[src/rtl/ad_capture_ctrl.sv]
// -----------------------------------------------------------------------------
// ad_capture_ctrl
//
// Capture controller for a pipelined parallel-output ADC. It generates the ADC
// sampling clock by dividing sys_clk, registers the ADC bus once per ADC clock
// period, throws away the samples that are still working their way through the
// ADC pipeline after an enable, then averages blocks of 2^AVG_LOG2 samples. It
// also tracks the out-of-range (OTR) bit, per output block and as a sticky flag.
//
// Parameters
//   DATA_W    ADC sample width, not counting the OTR bit
//   CLK_DIV   sys_clk cycles per ADC clock period (even, >= 2)
//   PIPE_DLY  ADC pipeline depth in ADC clocks (0..15)
//   AVG_LOG2  log2 of the samples averaged per output (0..4)
//   TWOS_COMP 1 = turn the offset-binary output into two's complement
//
// Ports
//   sys_clk       single clock
//   sys_rst_n     asynchronous active-low reset
//   i_en          capture enable (level); low returns to idle next cycle
//   i_otr_clr     one-cycle clear of o_otr_sticky
//   i_adc_data    ADC bus: [DATA_W] = OTR, [DATA_W-1:0] = sample
//   o_clk_driver  ADC sampling clock (registered)
//   o_data        averaged sample, qualified by o_valid
//   o_valid       one-cycle strobe, one sys_clk after the block's last capture
//   o_otr         OTR seen anywhere in the block that produced o_data
//   o_otr_sticky  OTR seen since the last clear
//
// Build option
//   AD_CAPTURE_OTR_CLAMP_EN  when defined, a sample captured with OTR=1 is
//                            clamped to full scale before it is accumulated
//                            (all ones if its MSB is 1, all zeros otherwise).
// -----------------------------------------------------------------------------
module ad_capture_ctrl #(
   parameter int DATA_W    = 12,
   parameter int CLK_DIV   = 4,
   parameter int PIPE_DLY  = 7,
   parameter int AVG_LOG2  = 0,
   parameter int TWOS_COMP = 0
) (
   input  logic              sys_clk,
   input  logic              sys_rst_n,
   input  logic              i_en,
   input  logic              i_otr_clr,
   input  logic [DATA_W:0]   i_adc_data,
   output logic              o_clk_driver,
   output logic [DATA_W-1:0] o_data,
   output logic              o_valid,
   output logic              o_otr,
   output logic              o_otr_sticky
);

   localparam int CNT_W = (CLK_DIV > 2) ? $clog2(CLK_DIV) : 1;
   localparam int ACC_W = DATA_W + AVG_LOG2;
   localparam int BLK_W = AVG_LOG2 + 1;

   localparam logic [CNT_W-1:0] CNT_MAX    = CNT_W'(CLK_DIV - 1);
   localparam logic [CNT_W-1:0] CNT_HALF   = CNT_W'(CLK_DIV / 2);
   localparam logic [BLK_W-1:0] BLK_LAST   = BLK_W'((1 << AVG_LOG2) - 1);
   localparam logic [3:0]       FLUSH_LAST = 4'((PIPE_DLY > 0) ? (PIPE_DLY - 1) : 0);

   // XOR mask applied to the averaged result; flipping the MSB maps offset
   // binary onto two's complement.
   localparam logic [DATA_W-1:0] MSB_FLIP =
      (TWOS_COMP != 0) ? {1'b1, {(DATA_W-1){1'b0}}} : '0;

   typedef enum logic [1:0] {
      IDLE  = 2'd0,
      FLUSH = 2'd1,
      RUN   = 2'd2
   } state_t;

   state_t              state_reg;
   logic [CNT_W-1:0]    cnt_reg;
   logic [3:0]          flush_cnt_reg;
   logic [ACC_W-1:0]    acc_reg;
   logic [BLK_W-1:0]    blk_cnt_reg;
   logic                blk_otr_reg;
   logic [DATA_W:0]     cap_data_reg;
   logic                cap_pend_reg;
   logic                clk_drv_reg;
   logic [DATA_W-1:0]   data_reg;
   logic                valid_reg;
   logic                otr_reg;
   logic                sticky_reg;

   logic [CNT_W-1:0]    cnt_next;
   logic                capture;
   logic                sticky_set;
   logic                cap_otr;
   logic [DATA_W-1:0]   cap_sample;
   logic [DATA_W-1:0]   cap_proc;
   logic [ACC_W-1:0]    sum_next;
   logic [DATA_W-1:0]   avg_next;
   logic                blk_otr_next;

   // The divider only runs outside IDLE; the last count of each ADC period is
   // the capture edge, which lines up with the rising half of o_clk_driver
   // having been presented to the ADC for CLK_DIV/2 cycles.
   assign cnt_next = (cnt_reg == CNT_MAX) ? '0 : cnt_reg + 1'b1;
   assign capture  = (state_reg != IDLE) && (cnt_reg == CNT_MAX);

   // A capture only really happens while enabled; a capture edge that
   // coincides with i_en falling is dropped together with the block.
   assign sticky_set = capture && i_en && i_adc_data[DATA_W];

   // The captured word is processed one cycle after it was registered, which
   // is what places o_valid one sys_clk after the capture edge.
   assign cap_otr    = cap_data_reg[DATA_W];
   assign cap_sample = cap_data_reg[DATA_W-1:0];

`ifdef AD_CAPTURE_OTR_CLAMP_EN
   // Out-of-range samples are forced to the rail indicated by their MSB so an
   // overdriven input cannot wrap to a small code inside the average.
   genvar gi;
   generate
      for (gi = 0; gi < DATA_W; gi++) begin : g_clamp
         assign cap_proc[gi] = cap_otr ? cap_sample[DATA_W-1] : cap_sample[gi];
      end
   endgenerate
`else
   assign cap_proc = cap_sample;
`endif

   // ACC_W = DATA_W + AVG_LOG2 holds 2^AVG_LOG2 full-scale samples exactly,
   // so the running sum can never overflow.
   assign sum_next     = acc_reg + ACC_W'(cap_proc);
   assign avg_next     = sum_next[ACC_W-1:AVG_LOG2];
   assign blk_otr_next = blk_otr_reg | cap_otr;

   always_ff @(posedge sys_clk or negedge sys_rst_n) begin
      if (!sys_rst_n) begin
         state_reg     <= IDLE;
         cnt_reg       <= '0;
         flush_cnt_reg <= '0;
         acc_reg       <= '0;
         blk_cnt_reg   <= '0;
         blk_otr_reg   <= 1'b0;
         cap_data_reg  <= '0;
         cap_pend_reg  <= 1'b0;
         clk_drv_reg   <= 1'b0;
         data_reg      <= '0;
         valid_reg     <= 1'b0;
         otr_reg       <= 1'b0;
         sticky_reg    <= 1'b0;
      end else begin
         valid_reg <= 1'b0;

         // Set has priority so an OTR captured in the clear cycle is not lost.
         if (sticky_set) begin
            sticky_reg <= 1'b1;
         end else if (i_otr_clr) begin
            sticky_reg <= 1'b0;
         end

         if (!i_en) begin
            // Disable from any state: park the divider and drop the partial
            // block. o_data / o_otr keep the last completed block.
            state_reg     <= IDLE;
            cnt_reg       <= '0;
            flush_cnt_reg <= '0;
            acc_reg       <= '0;
            blk_cnt_reg   <= '0;
            blk_otr_reg   <= 1'b0;
            cap_pend_reg  <= 1'b0;
            clk_drv_reg   <= 1'b0;
         end else begin
            // Fold in the sample registered on the previous capture edge.
            if (cap_pend_reg) begin
               cap_pend_reg <= 1'b0;
               if (blk_cnt_reg == BLK_LAST) begin
                  data_reg    <= avg_next ^ MSB_FLIP;
                  otr_reg     <= blk_otr_next;
                  valid_reg   <= 1'b1;
                  acc_reg     <= '0;
                  blk_cnt_reg <= '0;
                  blk_otr_reg <= 1'b0;
               end else begin
                  acc_reg     <= sum_next;
                  blk_cnt_reg <= blk_cnt_reg + 1'b1;
                  blk_otr_reg <= blk_otr_next;
               end
            end

            case (state_reg)
               IDLE: begin
                  cnt_reg       <= '0;
                  clk_drv_reg   <= 1'b0;
                  flush_cnt_reg <= '0;
                  state_reg     <= (PIPE_DLY == 0) ? RUN : FLUSH;
               end

               FLUSH: begin
                  cnt_reg     <= cnt_next;
                  clk_drv_reg <= (cnt_next >= CNT_HALF);
                  if (capture) begin
                     // Samples here were converted before the enable and are
                     // still leaving the ADC pipeline; count and discard them.
                     cap_data_reg <= i_adc_data;
                     if (flush_cnt_reg == FLUSH_LAST) begin
                        flush_cnt_reg <= '0;
                        state_reg     <= RUN;
                     end else begin
                        flush_cnt_reg <= flush_cnt_reg + 1'b1;
                     end
                  end
               end

               RUN: begin
                  cnt_reg     <= cnt_next;
                  clk_drv_reg <= (cnt_next >= CNT_HALF);
                  if (capture) begin
                     cap_data_reg <= i_adc_data;
                     cap_pend_reg <= 1'b1;
                  end
               end

               default: begin
                  state_reg <= IDLE;
               end
            endcase
         end
      end
   end

   assign o_clk_driver = clk_drv_reg;
   assign o_data       = data_reg;
   assign o_valid      = valid_reg;
   assign o_otr        = otr_reg;
   assign o_otr_sticky = sticky_reg;

endmodule
[config.mk]
export PLATFORM = sky130hd
export DESIGN_NAME = ad_capture_ctrl
export DESIGN_NICKNAME = d
export VERILOG_FILES = /design/src/rtl/ad_capture_ctrl.sv
export SDC_FILE = /design/constraint.sdc
export NUM_CORES = 1
export LEC_CHECK = 0
export CAP_MARGIN = 20
export CORE_MARGIN = 3
export CORE_UTILIZATION = 52
export CTS_BUF_LIST = sky130_fd_sc_hd__clkbuf_8
export DETAILED_ROUTE_END_ITERATION = 16
export GPL_ROUTABILITY_DRIVEN = 0
export PLACE_DENSITY = 0.93
export SLEW_MARGIN = 15
export SYNTH_ARGS = -nofsm -noshare
export SYNTH_HDL_FRONTEND = slang
export SYNTH_SLANG_ARGS = --single-unit
[constraint.sdc]
create_clock -name sys_clk -period 2.2 [get_ports sys_clk]
set_input_delay 0.22 -clock sys_clk [delete_from_list [all_inputs] [get_ports sys_clk]]
set_output_delay 0.22 -clock sys_clk [all_outputs]
set_load 0.005 [all_outputs]
### M1 wires

The bar under the picture is 20 um long.
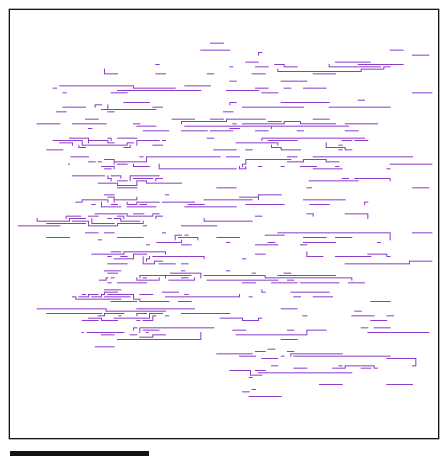
longest straight run = 23.5 um
share of all routed wire = 42%
nets with wire on the layer = 152
main direction = horizontal

### M2 wires

The bar under the picture is 20 um long.
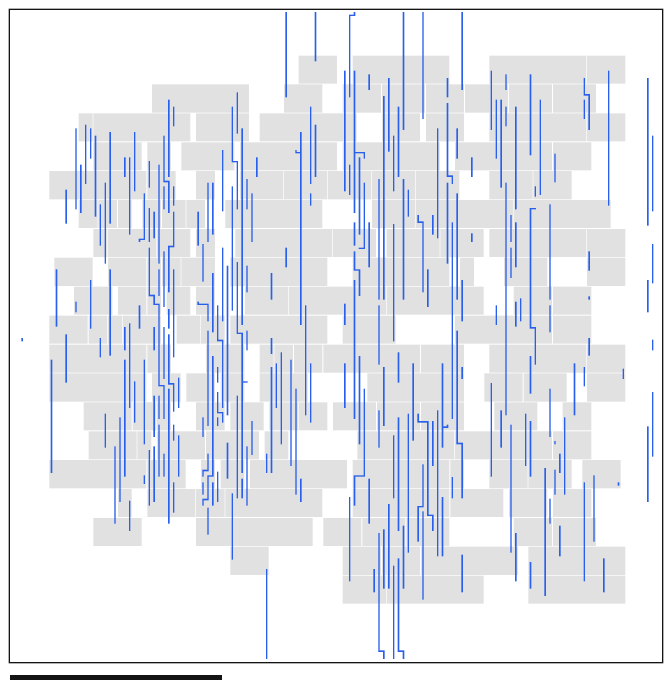
longest straight run = 21.8 um
nets with wire on the layer = 165

==> GITHUB_STEP_SUMMARY <==
### Metrics collected by this job

| Metric | Value |
|---|---|
| Chip width | around 61 um |
| Skew final | a little over 0.004 ns |
| # H-tree levels | 2 |
| Die Y | a little over 60 um |
| Initial antenna violation count | 0 |
| Reg2reg start | state_reg[1] |
| ClkCell Share | about 5.6% |
| Worst slack at placement | about 0.56 ns |
| Sequential Power | between 700 and 800 uW |
| Crit path cell chain | inv_1 -> ha_1 -> nand2_1 -> a21oi_2 -> nor2_1 -> a311o_1 |
| # hold bufs at CTS | 0 |
| Sequential share of the synthesized area | 58.1% |
| Total GRT Usage | 17.7% |
| Fa+ha+maj area frac | 6.28% |
| Status | finished clean |
| Gate Count Post-Synth | around 120 |
| Post-synth top area share | 58.1% |
| Area grow syn2layout | 30.7% |
| Multi-input gates | between 70 and 80 |
| Share of cells above drive strength 1 | between 20% and 30% |
| Clock slew seen by the registers of the worst setup and hold paths | around 0.070 ns |
| Top pwr grp | sequential cells |
| DP HPWL | roughly 2100 um |
| Post-Syn Area | 0.00159 mm2 |
==> Yosys cell counts <==
| library cell | number |
|---|---|
| a21o_1 | 2 |
| a21oi_1 | 1 |
| a21oi_2 | 1 |
| a22oi_1 | 1 |
| a311o_1 | 1 |
| a32o_1 | 1 |
| and2_1 | 1 |
| and3_1 | 2 |
| and4b_1 | 1 |
| buf_2 | 1 |
| buf_4 | 1 |
| clkbuf_1 | 1 |
| dfrtp_1 | 37 |
| ha_1 | 8 |
| inv_1 | 5 |
| mux2_2 | 26 |
| nand2_1 | 5 |
| nand2b_1 | 2 |
| nand3_1 | 2 |
| nand3b_1 | 1 |
| nand4_1 | 1 |
| nand4b_1 | 2 |
| nor2_1 | 2 |
| nor2b_1 | 4 |
| nor3_1 | 1 |
| nor3b_1 | 1 |
| o21ai_0 | 6 |
| o31ai_1 | 1 |
Power is estimated from default activity; no workload was simulated.
